Figure 1. Gate families picked out.
Scale bar: 200 um.
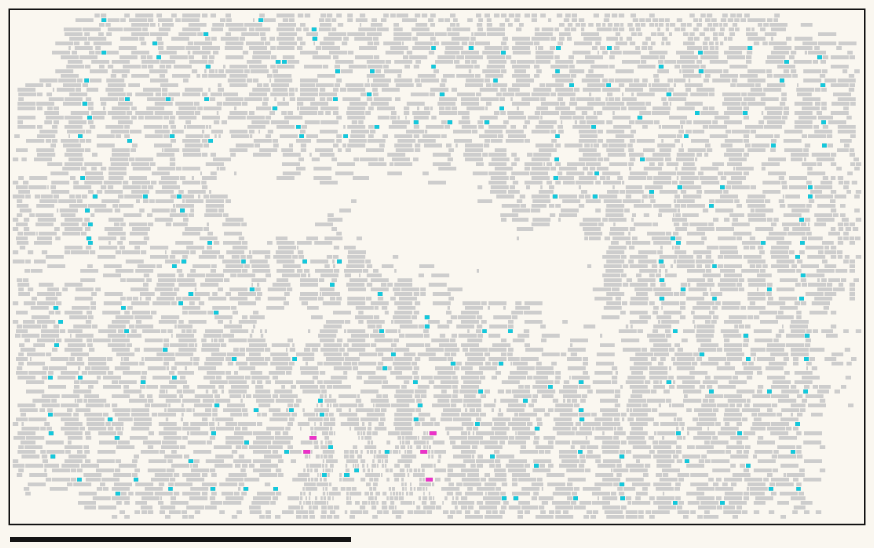
Figure 2. Where the registers sit.
Scale bar: 200 um. Other sequential cells in the stronger grey, the rest of the logic in the fainter grey.
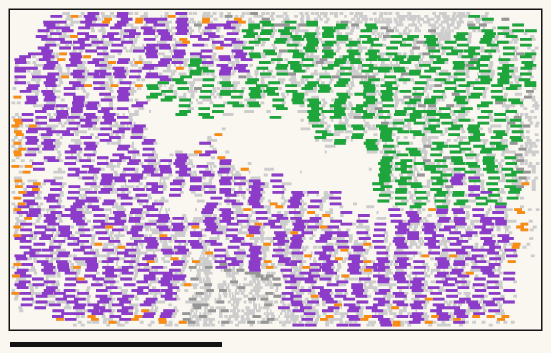
Figure 3. Cells coloured by class.
Scale bar: 200 um.
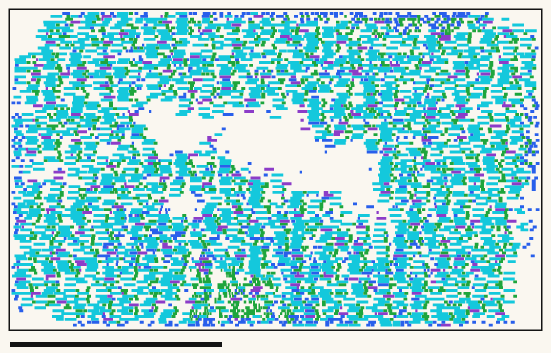
Figure 4. Drive-strength map.
Scale bar: 200 um.
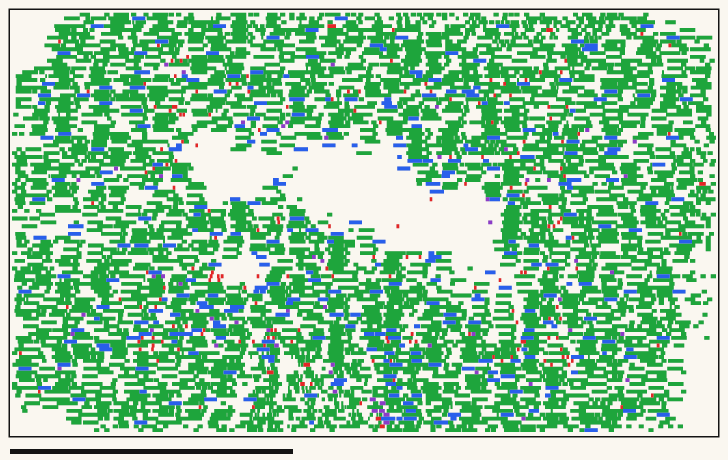
<file path="config.mk">
export PLATFORM = sky130hd
export DESIGN_NAME = perceptron_train_sequencer
export DESIGN_NICKNAME = d
export VERILOG_FILES = /design/src/rtl/perceptron_train_sequencer.sv
export SDC_FILE = /design/constraint.sdc
export NUM_CORES = 2
export LEC_CHECK = 0
export ABC_CLOCK_PERIOD_IN_PS = 19500
export CAP_MARGIN = 10
export CORE_ASPECT_RATIO = 0.6
export CORE_UTILIZATION = 45
export CTS_CLUSTER_DIAMETER = 50
export DETAILED_ROUTE_END_ITERATION = 6
export GPL_TIMING_DRIVEN = 0
export SKIP_CTS_REPAIR_TIMING = 1
export SLEW_MARGIN = 15
export SYNTH_ARGS = -nofsm -noshare
export SYNTH_HDL_FRONTEND = slang
export SYNTH_SLANG_ARGS = --single-unit
</file>
<file path="constraint.sdc">
create_clock -name clk -period 19.5 [get_ports clk]
set_input_delay 3.9 -clock clk [delete_from_list [all_inputs] [get_ports clk]]
set_output_delay 3.9 -clock clk [all_outputs]
set_load 0.1 [all_outputs]
</file>
<file path="src/rtl/perceptron_train_sequencer.sv">
// ----------------------------------------------------------------------------
// perceptron_train_sequencer
//
// Autonomous training/evaluation controller for a single-layer perceptron.
// A small sample set is loaded through a write port while idle. On start the
// sequencer runs epochs. Each epoch is one train pass followed by one eval
// pass:
//   - train pass: one cycle per sample, with training=1
//   - eval pass:  each sample held PRED_LATENCY+1 cycles, with training=0
// During the eval pass it counts how many predictions match the labels.
//
// Optional build macro:
//   PERCEPTRON_SEQ_EARLY_STOP_EN - when defined, a run ends as soon as an
//   eval pass classifies every sample correctly. When undefined, a run always
//   lasts max_epochs epochs.
//
// Ports:
//   clk, rst      clock, synchronous active-high reset
//   wr_en         sample write strobe (honoured only while idle)
//   wr_addr       sample slot to write
//   wr_values     sample inputs, INPUT_UNITS x 64-bit Q32.32
//   wr_expected   sample label, 64-bit Q32.32
//   num_samples   active sample count, latched on start
//   max_epochs    epoch limit, latched on start
//   start         one-cycle run request (ignored while busy)
//   prediction    perceptron output, PRED_LATENCY cycles after the inputs
//   values        perceptron inputs
//   expected      perceptron label
//   training      perceptron weight-update enable
//   busy          high while a run is in progress
//   done          one-cycle pulse on returning to idle from a run
//   epoch         number of completed epochs
//   correct       match count of the last completed eval pass
//   converged     last eval pass matched every sample
// ----------------------------------------------------------------------------
module perceptron_train_sequencer #(
  parameter int INPUT_UNITS  = 2,
  parameter int MAX_SAMPLES  = 8,
  parameter int PRED_LATENCY = 1,
  parameter int EPOCH_W      = 8
) (
  input  logic                                clk,
  input  logic                                rst,
  input  logic                                wr_en,
  input  logic [$clog2(MAX_SAMPLES)-1:0]      wr_addr,
  input  logic [INPUT_UNITS-1:0][63:0]        wr_values,
  input  logic [63:0]                         wr_expected,
  input  logic [$clog2(MAX_SAMPLES):0]        num_samples,
  input  logic [EPOCH_W-1:0]                  max_epochs,
  input  logic                                start,
  input  logic [63:0]                         prediction,
  output logic [INPUT_UNITS-1:0][63:0]        values,
  output logic [63:0]                         expected,
  output logic                                training,
  output logic                                busy,
  output logic                                done,
  output logic [EPOCH_W-1:0]                  epoch,
  output logic [$clog2(MAX_SAMPLES):0]        correct,
  output logic                                converged
);

  localparam int IW = $clog2(MAX_SAMPLES);
  localparam int CW = IW + 1;
  localparam int HW = 3;
  // Last hold cycle of an eval sample: prediction for it is valid here.
  localparam logic [HW-1:0] HOLD_LAST = HW'(PRED_LATENCY);

  typedef enum logic [1:0] {
    S_IDLE  = 2'd0,
    S_TRAIN = 2'd1,
    S_EVAL  = 2'd2
  } state_t;

  // Sample memory (deliberately not reset)
  logic [INPUT_UNITS-1:0][63:0] mem_values_r   [MAX_SAMPLES];
  logic [63:0]                  mem_expected_r [MAX_SAMPLES];

  // Control state
  state_t            state_r,     state_s;
  logic [IW-1:0]     idx_r,       idx_s;
  logic [HW-1:0]     hold_r,      hold_s;
  logic [CW-1:0]     run_cnt_r,   run_cnt_s;
  logic [CW-1:0]     ns_r,        ns_s;
  logic [EPOCH_W-1:0] me_r,       me_s;

  // Registered outputs
  logic [EPOCH_W-1:0]           epoch_r,     epoch_s;
  logic [CW-1:0]                correct_r,   correct_s;
  logic                         converged_r, converged_s;
  logic                         done_r,      done_s;
  logic                         busy_r,      busy_s;
  logic                         training_r,  training_s;
  logic [INPUT_UNITS-1:0][63:0] values_r,    values_s;
  logic [63:0]                  expected_r,  expected_s;

  // Helper terms
  logic               last_idx_s;
  logic               match_s;
  logic [CW-1:0]      cnt_final_s;
  logic               conv_final_s;
  logic [EPOCH_W:0]   epoch_inc_s;
  logic               stop_s;
  logic [CW-1:0]      ns_clamp_s;

  assign values    = values_r;
  assign expected  = expected_r;
  assign training  = training_r;
  assign busy      = busy_r;
  assign done      = done_r;
  assign epoch     = epoch_r;
  assign correct   = correct_r;
  assign converged = converged_r;

  // Sample memory write port, open only while idle
  always_ff @(posedge clk) begin
    if (wr_en && !rst && (state_r == S_IDLE)) begin
      mem_values_r[wr_addr]   <= wr_values;
      mem_expected_r[wr_addr] <= wr_expected;
    end
  end

  // Next-state, counters and next output values
  always_comb begin
    state_s     = state_r;
    idx_s       = idx_r;
    hold_s      = hold_r;
    run_cnt_s   = run_cnt_r;
    ns_s        = ns_r;
    me_s        = me_r;
    epoch_s     = epoch_r;
    correct_s   = correct_r;
    converged_s = converged_r;
    done_s      = 1'b0;

    last_idx_s   = ({1'b0, idx_r} == (ns_r - CW'(1)));
    // The label is still held on the last hold cycle, so compare against it.
    match_s      = (prediction == expected_r);
    cnt_final_s  = run_cnt_r + (match_s ? CW'(1) : CW'(0));
    conv_final_s = (cnt_final_s == ns_r);
    epoch_inc_s  = {1'b0, epoch_r} + (EPOCH_W + 1)'(1);
    // A request larger than the memory runs over the whole memory.
    ns_clamp_s   = (num_samples > CW'(MAX_SAMPLES)) ? CW'(MAX_SAMPLES) : num_samples;

`ifdef PERCEPTRON_SEQ_EARLY_STOP_EN
    stop_s = (epoch_inc_s == {1'b0, me_r}) || conv_final_s;
`else
    stop_s = (epoch_inc_s == {1'b0, me_r});
`endif

    case (state_r)
      S_IDLE: begin
        if (start) begin
          epoch_s     = '0;
          correct_s   = '0;
          converged_s = 1'b0;
          if ((num_samples == '0) || (max_epochs == '0)) begin
            done_s = 1'b1;
          end else begin
            ns_s    = ns_clamp_s;
            me_s    = max_epochs;
            idx_s   = '0;
            state_s = S_TRAIN;
          end
        end else begin
          state_s = S_IDLE;
        end
      end

      S_TRAIN: begin
        if (last_idx_s) begin
          state_s   = S_EVAL;
          idx_s     = '0;
          hold_s    = '0;
          run_cnt_s = '0;
        end else begin
          idx_s = idx_r + IW'(1);
        end
      end

      S_EVAL: begin
        if (hold_r != HOLD_LAST) begin
          hold_s = hold_r + HW'(1);
        end else begin
          hold_s    = '0;
          run_cnt_s = cnt_final_s;
          if (!last_idx_s) begin
            idx_s = idx_r + IW'(1);
          end else begin
            // End of the eval pass: publish results and close the epoch.
            correct_s   = cnt_final_s;
            converged_s = conv_final_s;
            epoch_s     = (epoch_r == {EPOCH_W{1'b1}}) ? epoch_r : epoch_r + EPOCH_W'(1);
            idx_s       = '0;
            if (stop_s) begin
              state_s = S_IDLE;
              done_s  = 1'b1;
            end else begin
              state_s = S_TRAIN;
            end
          end
        end
      end

      default: begin
        state_s = S_IDLE;
      end
    endcase

    // Outputs reflect the state being entered, so they line up with it.
    busy_s     = (state_s != S_IDLE);
    training_s = (state_s == S_TRAIN);
    if (state_s != S_IDLE) begin
      values_s   = mem_values_r[idx_s];
      expected_s = mem_expected_r[idx_s];
    end else begin
      values_s   = '0;
      expected_s = 64'd0;
    end
  end

  // State and output registers with synchronous reset
  always_ff @(posedge clk) begin
    if (rst) begin
      state_r     <= S_IDLE;
      idx_r       <= '0;
      hold_r      <= '0;
      run_cnt_r   <= '0;
      ns_r        <= '0;
      me_r        <= '0;
      epoch_r     <= '0;
      correct_r   <= '0;
      converged_r <= 1'b0;
      done_r      <= 1'b0;
      busy_r      <= 1'b0;
      training_r  <= 1'b0;
      values_r    <= '0;
      expected_r  <= 64'd0;
    end else begin
      state_r     <= state_s;
      idx_r       <= idx_s;
      hold_r      <= hold_s;
      run_cnt_r   <= run_cnt_s;
      ns_r        <= ns_s;
      me_r        <= me_s;
      epoch_r     <= epoch_s;
      correct_r   <= correct_s;
      converged_r <= converged_s;
      done_r      <= done_s;
      busy_r      <= busy_s;
      training_r  <= training_s;
      values_r    <= values_s;
      expected_r  <= expected_s;
    end
  end

endmodule

</file>
==> impl_metrics.json <==
{
  "switching_power_mw": 1.92,
  "comb_share_pct": 18.7,
  "area_growth_pct": 21.9,
  "via_count": 34527,
  "top_area_share_pct": 68.8,
  "io_pins": 483,
  "use_met1_pct": 31.4,
  "critPathKind": "input pin to flop",
  "fin_worst_hold_slack_ps": 454,
  "ys_types": 50,
  "ys_cells": 3608,
  "drtAntennaViolNets": 0,
  "simple_gate_area_share_pct": 1.03,
  "sh_seq_area_pct": 62.1,
  "fin_crit_ps": 7140,
  "numCtsBuffers": 166,
  "globalRouteOverflowTotal": 0,
  "regArea_um2": 50800,
  "slew_viol_final": 0,
  "top_cells_by_area": "edfxtp_1 69%, mux2i_1 17%, dfxtp_1 6.9%",
  "ys_async_sr_fraction_pct": 0,
  "yosys_warnings": 0,
  "edf_count": 1536,
  "ys_sh_mux_pct": 17.2,
  "rows": 109,
  "placed_area_um2": 76500,
  "cts-htree-levels": 4,
  "warning_count": 27,
  "dieHeight_um": 301,
  "xor_area_share_pct": 1.07,
  "cp-start-kind": "input pin",
  "drtIter0Drc": 2771,
  "routed.top_layer": "met5",
  "layout_top_cell": "edfxtp_1",
  "clockPowerShare_pct": 38.4,
  "status": "finished, final reports clean",
  "nNonClkInverters": 5,
  "die_area_um2": 151000,
  "grt-busiest-layer": "met2",
  "fa_ha_area_share_pct": 0.0933,
  "ys_seq_share_pct": 75.7,
  "critPathCaptureType": "flop"
}
## Picture notes: Figure 1
Key: fa/ha/maj cells = magenta [cells 5, where bottom centre]; non-inverting ao/oa cells = cyan [cells 198, where all over the die]

## Picture notes: Figure 2
Key: `mem_expected_r` = green [placed flops 512]; `mem_values_r` = purple [placed flops 1024, where all over the die]; `values` = orange [placed flops 128, where all over the die]

## Picture notes: Figure 3
Key: registers = cyan [cells 1768]; remaining buffers and delay cells = blue [cells 799]; clock drivers and dummy loads = purple [cells 303]; remaining logic cells = green [cells 1653]

## Picture notes: Figure 4
Key: x6 and larger = blue [cells 305, share 6.7%, most used clkbuf_16]; x1 and smaller = green [cells 3976, share 88%, most used edfxtp_1]; x2 = red [cells 185, share 4.1%, most used buf_2]; x3 and x4 = purple [cells 57, share 1.3%, most used buf_4]

critical path, stage by stage:
cell and delay [ps]:
clkdlybuf4s50_1 420, nor4_1 590, a211o_1 370, nand3_1 120, o21ai_1 210, clkbuf_1 860
buf_2 520, mux2i_1 280, mux2i_1 130, a22o_1 330
metrics by stage:
step | util, % | setup WS (ps) | instances | power [mW]
CTS | 55.4 | 12480 | 6521 | 8.18
global placement | 50.4 | -14930 | 6088 | 5.08
floorplan | - | 1220 | 3608 | 4.78
global route | 55.4 | 12260 | 6527 | 8.36
detailed placement | 51.9 | 11680 | 6218 | 5.08
finish | 55.4 | 12360 | 6535 | 8.10
power groups by stage:
stage	sequential, mW	combinational (mW)	clock [mW]
global placement	4.31	0.778	0
detailed placement	4.28	0.797	0
global route	4.20	0.831	3.33
finish	4.20	0.792	3.11
CTS	4.20	0.800	3.18
floorplan	4.49	0.293	0
worst paths after layout:
kind                                    start             endpoint  slack, ps  cells past startpoint
worst max-delay path            max_epochs[3]         expected[44]      12360                     10
worst min-delay path             run_cnt_r[0]         run_cnt_r[0]        450                      2
worst max register to register     state_r[1]  mem_values_r[1][48]      15470                     11
worst min register to register   run_cnt_r[0]         run_cnt_r[0]        450                      2
state kept, by name, summed over array words and instances, names as in the netlist:
register	flops
me_r	8
idx_r	3
done	1
converged	1
mem_values_r	1024
expected	64
epoch	8
ns_r	4
busy	1
values	128
state_r	2
run_cnt_r	4
mem_expected_r	512
hold_r	3
correct	4
training	1
cells by family after synthesis:
| kind of cell | count (synthesis) |
|---|---|
| DFF | 1768 |
| muxes | 1154 |
| AOI/OAI and AO/OA | 280 |
| buffers and inverters | 192 |
| and+or+nand+nor | 127 |
| xor gates and xnor gates | 82 |
| adders and majority gates | 5 |
Power and IR drop assume default switching activity.
